[config.mk]
export PLATFORM = sky130hd
export DESIGN_NAME = mem_byte_copy_master
export DESIGN_NICKNAME = d
export VERILOG_FILES = /design/src/rtl/mem_byte_copy_master.sv
export SDC_FILE = /design/constraint.sdc
export NUM_CORES = 1
export LEC_CHECK = 0
export CORE_MARGIN = 10
export CORE_UTILIZATION = 51
export CTS_BUF_LIST = sky130_fd_sc_hd__clkbuf_16
export DETAILED_ROUTE_END_ITERATION = 6
export MAX_ROUTING_LAYER = met4
export PLACE_DENSITY = 0.79
export SYNTH_ARGS = -nofsm -noshare
export SYNTH_HDL_FRONTEND = slang
export SYNTH_SLANG_ARGS = --single-unit
[constraint.sdc]
create_clock -name clock -period 2.7 [get_ports clock]
set_clock_uncertainty 0.05 [all_clocks]
set_input_delay 0.405 -clock clock [delete_from_list [all_inputs] [get_ports clock]]
set_output_delay 0.405 -clock clock [all_outputs]
set_load 0.005 [all_outputs]
[src/rtl/mem_byte_copy_master.sv]
// mem_byte_copy_master: copies len bytes src->dst over the minimal memory bus, one read/write pair per byte.
module mem_byte_copy_master #(
  parameter int ADDR_W  = 7,
  parameter int LEN_W   = 8,
  parameter int TIMEOUT = 16
) (
  input  logic              clock,
  input  logic              reset,
  input  logic              start_port,
  input  logic [ADDR_W-1:0] src_addr,
  input  logic [ADDR_W-1:0] dst_addr,
  input  logic [LEN_W-1:0]  len,
  output logic              done_port,
  output logic              err_port,
  output logic              Mout_oe_ram,
  output logic              Mout_we_ram,
  output logic [ADDR_W-1:0] Mout_addr_ram,
  output logic [7:0]        Mout_Wdata_ram,
  output logic [3:0]        Mout_data_ram_size,
  input  logic [7:0]        M_Rdata_ram,
  input  logic              M_DataRdy
);
  localparam int WW = TIMEOUT > 2 ? $clog2(TIMEOUT) : 1;
  typedef enum logic [1:0] {IDLE, RD, WR, DONE} state_t;
  state_t            state_q, state_d;
  logic [ADDR_W-1:0] src_q, src_d, dst_q, dst_d, addr_q, addr_d;
  logic [LEN_W-1:0]  cnt_q, cnt_d;
  logic [7:0]        byte_q, byte_d, wdata_q, wdata_d;
  logic [WW-1:0]     wait_q, wait_d;
  logic [3:0]        size_q, size_d;
  logic              err_q, err_d, done_q, done_d, oe_q, oe_d, we_q, we_d;
  logic              busy, tmo;
  assign busy = state_q == RD || state_q == WR;
  assign tmo  = busy && !M_DataRdy && wait_q == WW'(TIMEOUT - 1);
  always_comb begin
    state_d = state_q;
    src_d   = src_q;
    dst_d   = dst_q;
    cnt_d   = cnt_q;
    byte_d  = byte_q;
    err_d   = err_q;
    wait_d  = busy && !M_DataRdy ? wait_q + WW'(1) : '0;
    case (state_q)
      IDLE: if (start_port) begin
        src_d   = src_addr;
        dst_d   = dst_addr;
        cnt_d   = len;
        err_d   = 1'b0;
        state_d = len == '0 ? DONE : RD;
      end
      RD: if (M_DataRdy) begin
        byte_d  = M_Rdata_ram;
        state_d = WR;
      end
      WR: if (M_DataRdy) begin
        src_d   = src_q + ADDR_W'(1);
        dst_d   = dst_q + ADDR_W'(1);
        cnt_d   = cnt_q - LEN_W'(1);
        state_d = cnt_q == LEN_W'(1) ? DONE : RD;
      end
      default: state_d = IDLE;
    endcase
    if (tmo) begin
      state_d = DONE;
      err_d   = 1'b1;
    end
    // Bus outputs are registered, so they are derived from the next state.
    oe_d    = state_d == RD;
    we_d    = state_d == WR;
    addr_d  = oe_d ? src_d : we_d ? dst_d : '0;
    wdata_d = we_d ? byte_d : '0;
    size_d  = oe_d || we_d ? 4'd8 : 4'd0;
    done_d  = state_d == DONE;
  end
  always_ff @(posedge clock or negedge reset) begin
    if (!reset) begin
      state_q <= IDLE;
      src_q   <= '0;
      dst_q   <= '0;
      cnt_q   <= '0;
      byte_q  <= '0;
      wait_q  <= '0;
      err_q   <= 1'b0;
      done_q  <= 1'b0;
      oe_q    <= 1'b0;
      we_q    <= 1'b0;
      addr_q  <= '0;
      wdata_q <= '0;
      size_q  <= '0;
    end else begin
      state_q <= state_d;
      src_q   <= src_d;
      dst_q   <= dst_d;
      cnt_q   <= cnt_d;
      byte_q  <= byte_d;
      wait_q  <= wait_d;
      err_q   <= err_d;
      done_q  <= done_d;
      oe_q    <= oe_d;
      we_q    <= we_d;
      addr_q  <= addr_d;
      wdata_q <= wdata_d;
      size_q  <= size_d;
    end
  end
  assign done_port          = done_q;
  assign err_port           = err_q;
  assign Mout_oe_ram        = oe_q;
  assign Mout_we_ram        = we_q;
  assign Mout_addr_ram      = addr_q;
  assign Mout_Wdata_ram     = wdata_q;
  assign Mout_data_ram_size = size_q;
endmodule

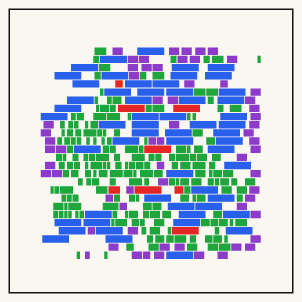
**Above:** run 1 (placement by cell class).
Scale: 3 px per um.
legend:
  purple:
    class: other buffers and delay cells
    cells: 62
    share_of_their_area: 17%
  green:
    class: all other logic
    cells: 187
    share_of_their_area: 38%
  blue:
    class: flops
    cells: 56
    share_of_their_area: 40%
  red:
    class: clock drivers and dummy loads
    cells: 8
    share_of_their_area: 4.4%

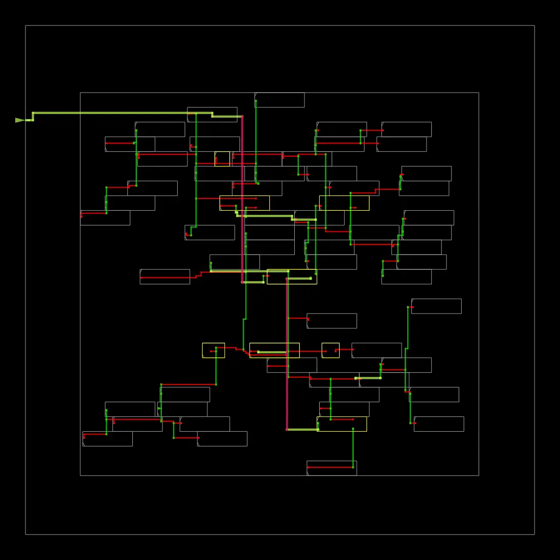
**Above:** run 1 (the clock network).
Clk power: 670 uW
clk_lat worst skew: 290 ps
CLK BUF: 5
seq_cells: 56
# clock sinks: 56

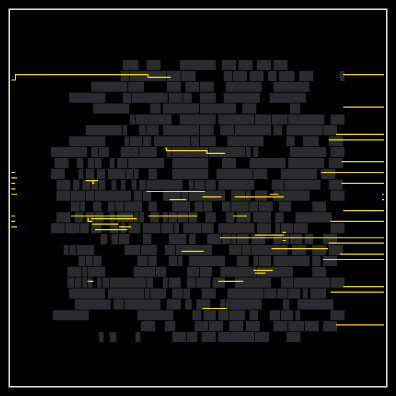
**Above:** run 1 (the metal 3 layer).
Scale: 4 px per um. Cells faint in the background.
share of all routed wire: 6.5%
longest straight run: 40.7 um
nets with wire on the layer: 43

==> flow_metrics.env, run 1 <==
# yosys + openroad results
export IMPL_rsz0062_at_grt="false"
export IMPL_path_max_fanout=7
export IMPL_die_x_um=94
export IMPL_drc_errors=0
export IMPL_swShare=0.370
export IMPL_critical_path_required_ps=2880
export IMPL_drt_wl_total_um=6630
export IMPL_critical_path_top_delay_family="simple AND/OR/NAND/NOR gates"
export IMPL_synth_seq_share=0.502
export IMPL_gp_congestion=0.869
export IMPL_synth_area_mm2=0.00279
export IMPL_ctsRootBufferMaster="clkbuf_16"
export IMPL_fin_cells=383
export IMPL_slew_viol_final=0
export IMPL_hold_class="input port to async pin"
export IMPL_maxSlewHeadroom=0.598
export IMPL_final_core_util=0.686
export IMPL_cts_htree_levels=2
export IMPL_yosysTopAreaCell="dfrtp_1"
export IMPL_top_area_frac=0.502
export IMPL_edf_count=0
export IMPL_core_area_mm2=0.00520
export IMPL_clockBufferDepth=2
export IMPL_yosys_top_cells_count="dfrtp_1, nand2_1, and2_1, ha_1"
export IMPL_leakagePower_uw=0.00155
export IMPL_syn_to_final_growth_pct=27.8
export IMPL_antenna_found_initial=0
export IMPL_criticalPathCategory="register to register"
export IMPL_cpMaxStageDelayCell="dfrtp_1"
export IMPL_placed_cell_area_mm2=0.00341
export IMPL_warnings=32
export IMPL_avgRoutedWirePerCell_um=17.3
export IMPL_grtUsageTotal=0.159
export IMPL_outcome="finished, final reports clean"
export IMPL_ctsHoldBuffers=0
export IMPL_grt_ovfl_total=0
export IMPL_p_sw_uw=1390
export IMPL_dr_pass1_iters=4
export IMPL_setup_viol=0
export IMPL_tightest_slew_ps=604
export IMPL_cts_clk_slew_worst_paths_ps=80
export IMPL_die_area_mm2=0.00884
export IMPL_vias=2174
export IMPL_p_seq_frac=0.386
export IMPL_antenna_cells=0
export IMPL_pwr_share_comb=0.435
export IMPL_period_used=0.923
export IMPL_initCoreUtil=0.537
export IMPL_layout_min_cycle_time_ps=2490
export IMPL_hpwl_um=4840
export IMPL_fin_nets=358
export IMPL_grt_max_degree=29
export IMPL_crit_chain="nor4_2 > a311oi_1 > or3_1 > o2111ai_1 > ha_1 > nor2b_2 > a22o_1"
export IMPL_synth_seq_cells=56
export IMPL_numCtsBuffers=5
export IMPL_chipHeight_um=94
export IMPL_hold_viol=0
export IMPL_synthCells=254
export IMPL_io_buffers=53
export IMPL_arrival_ps=2670
export IMPL_yosysChipArea_mm2=0.00279
export IMPL_start_kind="register"
export IMPL_grt_pass1_wl_um=11000
export IMPL_fin_area_mm2=0.00357
[run 1: per-stage QoR]
stage,worst slack (ps),hold WS (ps)
global placement,122,396
CTS,86.1,86.1
global route,98.0,103
floorplan,236,59.4
finish,209,59.7
detailed placement,45.6,400
[run 1: per-layer routing]
metal  GRT usage  vias up  share of wire
met2       0.252       71           0.49
met4      0.0481        0          0.011
met3      0.0312        9          0.065
met5           -        -              0
met1       0.200     1053           0.43
li1            -     1041              -
[run 1: worst reg2reg max path, cell delays in order, from the launching register on]
cell       delay, ps
dfrtp_1          440
nor4_2           410
a311oi_1         150
or3_1            400
o2111ai_1        200
ha_1             250
nor2b_2          330
a22o_1           200
[run 1: layout by cell type (no fill, tap or decap), types with 3 or more instances in the layout]
cell type,n
mux2_1,5
and2_1,12
nor3_1,3
conb_1,3
a21oi_1,6
a22o_1,7
mux2_2,7
mux2i_1,7
a221o_1,10
o22ai_1,6
nand2_1,14
ha_1,12
nor2_1,11
o21ai_0,11
nor2b_1,7
dfrtp_1,56
xnor2_1,7
nand3_1,6
nand2b_1,4
o211ai_1,4
inv_1,10
buf_4,9
o311ai_1,4
nand4_1,10
clkdlybuf4s50_1,52
clkbuf_16,5
[run 1: repair_timing]
item,4_1_cts,5_1_grt
buffers inserted,0,0
setup endpoints to repair,0,7
resized,0,1
hold endpoints to repair,0,0
[run 1: worst paths after layout]
check	start	endpoint	slack, ps	cells past startpoint
max reg2reg	cnt_q[4]	Mout_addr_ram[0]	210	7
max	cnt_q[4]	Mout_addr_ram[0]	210	7
max in group asynchronous	reset	cnt_q[6]	1890	2
min	reset	dst_q[5]	60	1
min in group clock	wait_q[0]	wait_q[0]	420	1
min reg2reg	wait_q[0]	wait_q[0]	420	1
[run 1: power by group through the flow]
stage          combinational [uW]  clock [uW]  sequential, uW
6_report                     1630         670            1450
3_3_place_gp                 1570           0            1450
2_1_floorplan                1050           0            1410
3_5_place_dp                 1600           0            1460
4_1_cts                      1630         676            1440
5_1_grt                      1800         715            1500
[run 1: kinds of logic after synthesis]
group / share of synthesized area
AND/OR/NAND/NOR: 0.156
multiplexers: 0.0789
AND-OR/OR-AND: 0.145
flip-flops: 0.502
XOR/XNOR: 0.0251
adder cells (fa/ha/maj): 0.0538
buffers and inverters: 0.0376
other: 0.00134
[run 1: layout make-up]
class,count,area (um2)
fill,409,1640
inverter,10,37.5
clock buffer,5,125
clock inverter,3,27.5
sequential,56,1400
multi-input combinational,177,1300
tap,70,87.6
timing repair buffer,62,593
[run 1: flip-flops by register name, indices dropped and copies added, names as in the netlist]
register            cells
Mout_oe_ram             1
done_port               1
byte_q                  8
src_q                   7
dst_q                   7
wait_q                  4
cnt_q                   8
err_port                1
Mout_addr_ram           7
state_q                 2
Mout_Wdata_ram          8
Mout_data_ram_size      1
Mout_we_ram             1
**Run 1: port wiring**

Scale: 4 px per um.
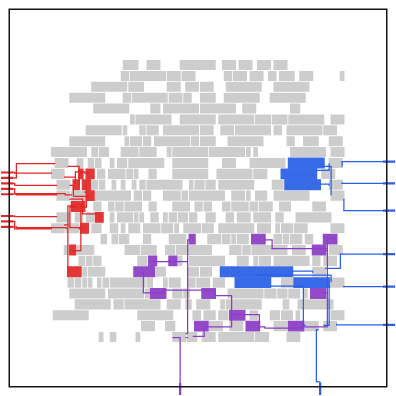

==> run 1 -> run 2 <==
--- a/config.mk
+++ b/config.mk
@@ -6,11 +6,11 @@
 export NUM_CORES = 1
 export LEC_CHECK = 0
 export CORE_MARGIN = 10
-export CORE_UTILIZATION = 51
+export CORE_UTILIZATION = 30
 export CTS_BUF_LIST = sky130_fd_sc_hd__clkbuf_16
 export DETAILED_ROUTE_END_ITERATION = 6
 export MAX_ROUTING_LAYER = met4
-export PLACE_DENSITY = 0.79
+export SLEW_MARGIN = 20
 export SYNTH_ARGS = -nofsm -noshare
 export SYNTH_HDL_FRONTEND = slang
 export SYNTH_SLANG_ARGS = --single-unit
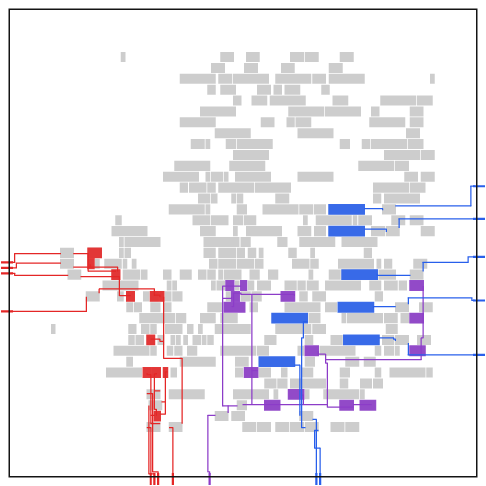
**Above:** run 2 (port wiring).
Scale: 4 px per um.
legend:
  purple:
    port: `start_port`
    bits: 1
    direction: input
    edge: bottom
    end_cells: 14
    buffers: 2
    wire: 202 um
  red:
    port: `len`
    bits: 8
    direction: input
    edge: 4 left, 4 bottom
    end_cells: 11
    buffers: 8
    wire: 278 um
  blue:
    port: `Mout_addr_ram`
    bits: 7
    direction: output
    edge: 5 right, 2 bottom
    end_cells: 7
    buffers: 7
    wire: 201 um

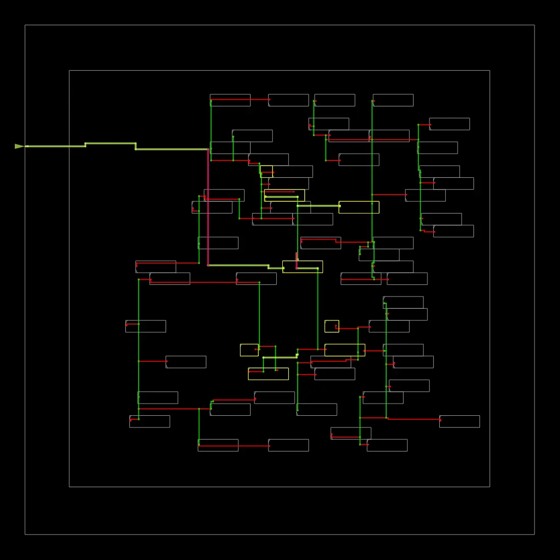
**Above:** run 2 (the clock network).
clk_lat worst skew: 300 ps
Clk power: 673 uW
total CTS buffers: 5

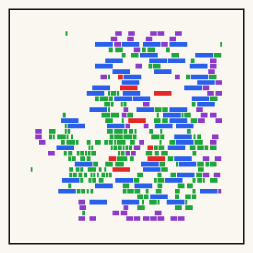
**Above:** run 2 (placement by cell class).
Scale: 2 px per um.
legend:
  purple:
    class: other buffers and delay cells
    cells: 62
    share_of_their_area: 17%
  green:
    class: all other logic
    cells: 187
    share_of_their_area: 38%
  red:
    class: clock drivers and dummy loads
    cells: 8
    share_of_their_area: 4.4%
  blue:
    class: flops
    cells: 56
    share_of_their_area: 40%

==> flow_metrics.env, run 2 <==
# yosys + openroad results
export IMPL_outcome="finished, final reports clean"
export IMPL_rsz0062_at_grt="false"
export IMPL_finalPower_uw=3730
export IMPL_tightest_slew_ps=709
export IMPL_antenna_found_initial=0
export IMPL_r2r_cells=7
export IMPL_slew_viol_final=0
export IMPL_drive_gt1_frac=0.0958
export IMPL_yosysChipArea_mm2=0.00279
export IMPL_layout_top_cells="dfrtp_1, clkdlybuf4s50_1, nand2_1"
export IMPL_async_flop_share=1.00
export IMPL_avgRoutedWirePerCell_um=16.1
export IMPL_chipHeight_um=116
export IMPL_pwr_share_comb=0.433
export IMPL_critical_path_required_ps=2890
export IMPL_hpwl_um=5080
export IMPL_cts_setup_buffers=0
export IMPL_die_area_mm2=0.0136
export IMPL_viasPerCell=4.94
export IMPL_hold_viol=0
export IMPL_synth_most_common_cell="dfrtp_1"
export IMPL_yosysTopAreaCell="dfrtp_1"
export IMPL_arrival_ps=2590
export IMPL_cts_clk_slew_worst_paths_ps=80
export IMPL_tns_ps=0
export IMPL_synth_area_mm2=0.00279
export IMPL_cts_sinks=56
export IMPL_io_pins=57
export IMPL_crit_start="cnt_q[4]"
export IMPL_grt_ovfl_total=0
export IMPL_p_sw_uw=1370
export IMPL_r2r_end="Mout_addr_ram[1]"
export IMPL_nFillCells=882
export IMPL_ctsHoldBuffers=0
export IMPL_dr_first_iter_drc_count=125
export IMPL_cp_end_kind="register"
export IMPL_edf_count=0
export IMPL_synth_seq_cells=56
export IMPL_setup_viol=0
export IMPL_grt_pass1_wl_um=11300
export IMPL_layout_min_cycle_time_ps=2400
export IMPL_r2r_slack_ps=300
export IMPL_cts_tree="built"
export IMPL_maxSlewHeadroom=0.527
export IMPL_vias=2096
export IMPL_ir_drop_mv=0.353
export IMPL_num_rows=35
export IMPL_reg2reg_from="cnt_q[4]"
export IMPL_cts_htree_levels=2
export IMPL_critPathCapture="Mout_addr_ram[1]"
export IMPL_core_area_mm2=0.00915
export IMPL_p_seq_frac=0.386
export IMPL_antenna_cells=0
export IMPL_fmax_mhz=416
export IMPL_yosysWarnings=0
export IMPL_start_kind="register"
export IMPL_top_area_frac=0.502
export IMPL_swShare=0.367
export IMPL_lay_top_count="dfrtp_1"
export IMPL_initCoreUtil=0.305
export IMPL_cap_violations=0
export IMPL_grt_max_degree=34
export IMPL_period_used=0.890
export IMPL_io_buffers=53
export IMPL_topCellsByArea="dfrtp_1, ha_1, a221o_1"
export IMPL_ys_cells=254
export IMPL_die_x_um=116
export IMPL_criticalPathCategory="register to register"
export IMPL_ant_nets=0
export IMPL_drc_errors=0
export IMPL_gp_congestion=0.850
export IMPL_hold_class="input port to async pin"
export IMPL_clockBufferDepth=2
export IMPL_drt_wl_total_um=6840
export IMPL_p_per_area_mw_per_mm2=1030
export IMPL_path_max_fanout=7
export IMPL_internal_power_uw=2360
export IMPL_syn_avg_cell_area_um2=11.0
export IMPL_fin_nets=358
export IMPL_dr_pass1_iters=4
export IMPL_synth_distinct_cells=43
export IMPL_syn_to_final_growth_pct=29.6
export IMPL_synth_seq_share=0.502
export IMPL_ff_type="dfrtp_1"
export IMPL_warnings=32
export IMPL_ctsRootBufferMaster="clkbuf_16"
export IMPL_grtUsageTotal=0.108
export IMPL_grt_pass1_vias=2266
export IMPL_p_clk_frac=0.180
export IMPL_synthCells=254
export IMPL_yosys_top_cells_count="dfrtp_1, nand2_1, and2_1, ha_1"
export IMPL_leakagePower_uw=0.00155
run 2: cells by family (layout without fill, tap and decap cells):
logic type / count (synthesis) / after routing / share of synthesized area
and+or+nand+nor: 79 / 79 / 0.156
adders and majority gates: 12 / 12 / 0.0538
muxes: 20 / 20 / 0.0789
other: 1 / 3 / 0.00134
AOI/OAI and AO/OA: 55 / 55 / 0.145
xor gates and xnor gates: 8 / 8 / 0.0251
buffers and inverters: 23 / 80 / 0.0376
DFF: 56 / 56 / 0.502
run 2: worst max-delay path, cell delays in order, from the launching register on:
cell	delay, ps
dfrtp_1	450
nor4_2	400
a311oi_1	140
or3_1	380
o2111ai_1	160
ha_1	240
nor2b_2	330
a22o_1	190
run 2: worst min-delay path by stage:
stage	from	to
global route	reset	dst_q[5]
floorplan	reset	Mout_Wdata_ram[0]
finish	reset	dst_q[5]
CTS	reset	dst_q[5]
global placement	wait_q[0]	wait_q[0]
detailed placement	wait_q[0]	wait_q[0]
run 2: per-stage QoR:
step / worst slack [ps] / utilization / std cells / hold WS, ps / instance area (um2)
2_1_floorplan: 236 / - / 256 / 59.4 / 2800
3_3_place_gp: 64.4 / 0.379 / 416 / 408 / 3460
3_5_place_dp: 62.9 / 0.379 / 416 / 409 / 3460
4_1_cts: 123 / 0.395 / 424 / 131 / 3620
5_1_grt: 96.5 / 0.395 / 424 / 165 / 3620
6_report: 296 / 0.395 / 424 / 108 / 3620
run 2: repair_timing:
action                     in CTS  in global routing
setup endpoints to repair       0                  7
hold endpoints to repair        0                  0
gates resized                   0                  1
run 2: cell type report:
type	count	area, um2	area share
Sequential cell	56	1400	0.387
Timing Repair Buffer	62	593	0.164
Clock inverter	3	27.5	0.00760
Tap cell	111	139	0.0384
Multi-Input combinational cell	177	1300	0.358
Clock buffer	5	125	0.0346
Inverter	10	37.5	0.0104
run 2: power by group through the flow:
stage	clock [uW]	sequential (uW)	combinational, uW
2_1_floorplan	0	1410	1050
3_3_place_gp	0	1450	1600
3_5_place_dp	0	1460	1620
4_1_cts	693	1440	1630
5_1_grt	727	1490	1820
6_report	673	1440	1610
run 2: per-layer routing:
layer | part of all wire | global-route usage
met3 | 0.055 | 0.0282
met5 | 0 | -
met4 | 0.0091 | 0.0309
met2 | 0.47 | 0.165
met1 | 0.47 | 0.137
**Run 2: clock distribution**

Scale: 4 px per um.
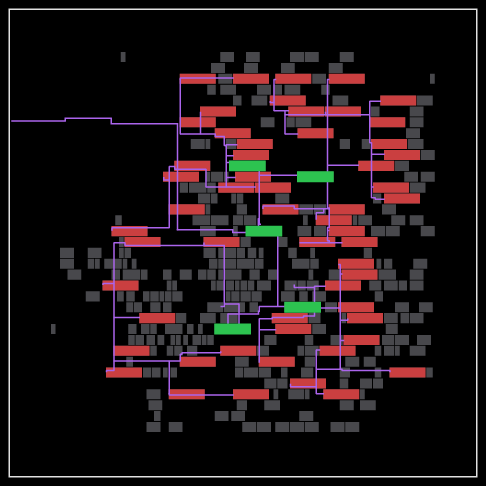

==> run 2 -> run 3 <==
--- a/config.mk
+++ b/config.mk
@@ -9,7 +9,9 @@
 export CORE_UTILIZATION = 30
 export CTS_BUF_LIST = sky130_fd_sc_hd__clkbuf_16
 export DETAILED_ROUTE_END_ITERATION = 6
+export DONT_BUFFER_PORTS = 1
 export MAX_ROUTING_LAYER = met4
+export PLACE_DENSITY = 0.52
 export SLEW_MARGIN = 20
 export SYNTH_ARGS = -nofsm -noshare
 export SYNTH_HDL_FRONTEND = slang
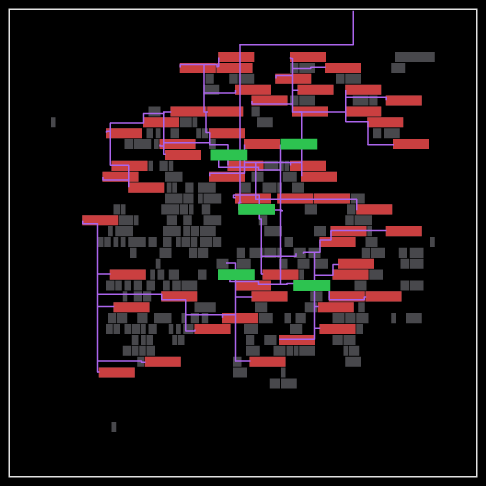
**Above:** run 3 (clock distribution).
Scale: 4 px per um.
legend:
  red:
    item: flip-flops
    count: 56
  purple:
    item: clock wires
    length: 726 um
  green:
    item: cells driving clock nets
    count: 5
routed clock nets: 6

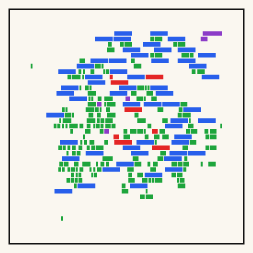
**Above:** run 3 (placement by cell class).
Scale: 2 px per um.
legend:
  blue:
    class: flops
    cells: 56
    share_of_their_area: 48%
  purple:
    class: other buffers and delay cells
    cells: 5
    share_of_their_area: 2.0%
  green:
    class: all other logic
    cells: 187
    share_of_their_area: 45%
  red:
    class: clock drivers and dummy loads
    cells: 8
    share_of_their_area: 5.0%

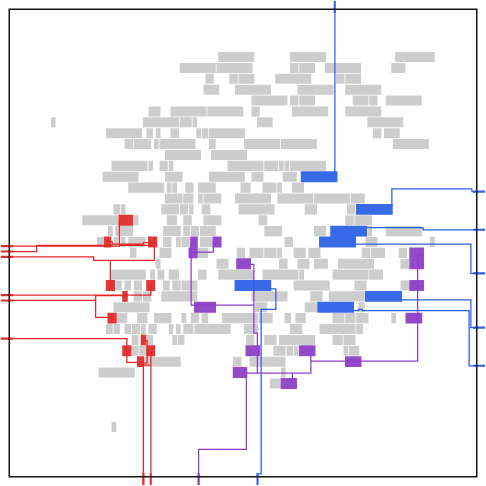
**Above:** run 3 (port wiring).
Scale: 4 px per um.
legend:
  blue:
    port: `Mout_addr_ram`
    bits: 7
    direction: output
    edge: 5 right, 1 top, 1 bottom
    end_cells: 7
    buffers: 0
    wire: 254 um
  red:
    port: `len`
    bits: 8
    direction: input
    edge: 6 left, 2 bottom
    end_cells: 11
    buffers: 0
    wire: 312 um
  purple:
    port: `start_port`
    bits: 1
    direction: input
    edge: bottom
    end_cells: 14
    buffers: 0
    wire: 188 um

==> flow_metrics.env, run 3 <==
# yosys + openroad results
export IMPL_synth_seq_cells=56
export IMPL_period_used=0.909
export IMPL_placed_cell_area_mm2=0.00289
export IMPL_layout_top_cells="dfrtp_1, nand2_1, and2_1, ha_1"
export IMPL_yosysChipArea_mm2=0.00279
export IMPL_grtUsageTotal=0.104
export IMPL_antenna_cells=0
export IMPL_gp_congestion=0.784
export IMPL_avgRoutedWirePerCell_um=18.7
export IMPL_io_buffers=0
export IMPL_topCellsByArea="dfrtp_1, ha_1, a221o_1"
export IMPL_warnings=32
export IMPL_synth_seq_share=0.502
export IMPL_met1_usage=0.127
export IMPL_antenna_found_initial=0
export IMPL_fmax_mhz=407
export IMPL_lay_top_count="dfrtp_1"
export IMPL_async_flop_share=1.00
export IMPL_numCtsBuffers=5
export IMPL_hpwl_um=5050
export IMPL_dr_pass1_iters=4
export IMPL_rsz0062_at_grt="false"
export IMPL_cts_htree_levels=2
export IMPL_io_pins=57
export IMPL_num_rows=35
export IMPL_cts_tree="built"
export IMPL_dr_first_iter_drc_count=95
export IMPL_clock_latency_ps=300
export IMPL_tns_ps=0
export IMPL_layout_min_cycle_time_ps=2450
export IMPL_grt_pass1_wl_um=10800
export IMPL_synth_area_mm2=0.00279
export IMPL_ant_nets=0
export IMPL_grt_max_degree=57
export IMPL_path_max_fanout=9
export IMPL_maxSlewHeadroom=0.595
export IMPL_fin_area_mm2=0.00308
export IMPL_grt_busiest_layer="met2"
export IMPL_logic_area_mm2=0.00130
export IMPL_synth_distinct_cells=43
export IMPL_ys_cells=254
export IMPL_drt_wl_total_um=6870
export IMPL_drive_gt1_frac=0.0938
export IMPL_critical_path_required_ps=2890
export IMPL_start_kind="register"
export IMPL_cts_setup_buffers=0
export IMPL_syn_to_final_growth_pct=10.3
export IMPL_yosysWarnings=0
export IMPL_synth_most_common_cell="dfrtp_1"
export IMPL_viasPerCell=5.32
export IMPL_clockBufferDepth=2
export IMPL_ir_drop_mv=0.312
export IMPL_fin_cells=367
export IMPL_core_area_mm2=0.00915
export IMPL_hold_class="input port to register"
export IMPL_cts_clk_slew_worst_paths_ps=80
export IMPL_cts_sinks=56
export IMPL_place_inst=357
export IMPL_cp_end_kind="register"
export IMPL_top_area_frac=0.502
export IMPL_regArea_mm2=0.00140
export IMPL_arrival_ps=2640
export IMPL_hold_viol=0
export IMPL_die_x_um=116
export IMPL_edf_count=0
export IMPL_grt_ovfl_total=0
export IMPL_nFillCells=915
export IMPL_cap_violations=0
export IMPL_criticalPathCategory="register to register"
export IMPL_setup_viol=0
export IMPL_syn_avg_cell_area_um2=11.0
export IMPL_yosys_top_cells_count="dfrtp_1, nand2_1, and2_1, ha_1"
export IMPL_grt_pass1_vias=1961
export IMPL_tightest_slew_ps=602
export IMPL_leakagePower_uw=0.00134
export IMPL_ctsRootBufferMaster="clkbuf_16"
export IMPL_ff_type="dfrtp_1"
export IMPL_p_per_area_mw_per_mm2=1130
export IMPL_chipHeight_um=116
export IMPL_initCoreUtil=0.305
export IMPL_grtUsageMet3=0.0288
export IMPL_drc_errors=0
export IMPL_slew_viol_final=0
export IMPL_fin_nets=301
export IMPL_outcome="finished, final reports clean"
export IMPL_synthCells=254
export IMPL_yosysTopAreaCell="dfrtp_1"
export IMPL_die_area_mm2=0.0136
export IMPL_use_met2=0.168
export IMPL_vias=1951
[run 3: cell counts after synthesis]
No cell type changed its count.
[run 3: area by class of cell]
cell class              instances  share of cell area
repair buffers                  5              0.0195
clock buffers                   5              0.0406
clock inverters                 3             0.00731
multi-input cells             177               0.421
flip-flops and latches         56               0.455
well taps                     111              0.0451
inverters                      10              0.0122
[run 3: logic make-up (layout without fill, tap and decap cells)]
group                      count (synthesis)  after routing  synth area share
AOI/OAI and AO/OA                         55             55             0.145
xor gates and xnor gates                   8              8            0.0251
adders and majority gates                 12             12            0.0538
buffers and inverters                     23             23            0.0376
DFF                                       56             56             0.502
muxes                                     20             20            0.0789
other                                      1              3           0.00134
and+or+nand+nor                           79             79             0.156
[run 3: metal layers]
layer	up-vias	part of all wire
met1	981	0.43
li1	921	-
met3	6	0.060
met2	43	0.50
met5	-	0
met4	0	0.011
[run 3: worst paths after layout]
check / slack, ps / start / end / cells past startpoint
worst min register to register: 420 / wait_q[0] / wait_q[0] / 1
max in group asynchronous: 1800 / reset / src_q[0] / 2
worst max-delay path: 250 / cnt_q[4] / Mout_addr_ram[1] / 7
worst min-delay path: 200 / M_Rdata_ram[1] / byte_q[1] / 1
worst max register to register: 250 / cnt_q[4] / Mout_addr_ram[1] / 7
min in group asynchronous: 570 / reset / Mout_Wdata_ram[7] / 2
[run 3: metrics by stage]
step                power [uW]  hold slack [ps]  setup WS (ps)  utilization
finish                    3480              203            246        0.337
floorplan                 2460             59.4            236            -
global route              3760              205           4.42        0.337
detailed placement        2820             61.2           78.0        0.316
CTS                       3510              201           56.7        0.336
global placement          2800             61.1           93.4        0.316
[run 3: power breakdown]
| group | switching (uW) | leakage, uW | internal, uW |
|---|---|---|---|
| logic | 715 | 0.000560 | 617 |
| clock network | 317 | 0.0000742 | 348 |
| registers | 298 | 0.000708 | 1190 |
| total | 1330 | 0.00134 | 2150 |
[run 3: what timing repair did]
action	4_1_cts	5_1_grt
hold endpoints to repair	56	0
hold buffers	2	0
gates resized	0	1
endpoints found under the setup margin	0	7
[run 3: critical path, stage by stage (launching register included)]
cell and delay, ps:
dfrtp_1 440, nor4_2 390, a311oi_1 140, or3_1 380
o2111a_1 140, ha_1 310, nor2b_2 340, a22o_1 200
Power and IR drop assume default switching activity.
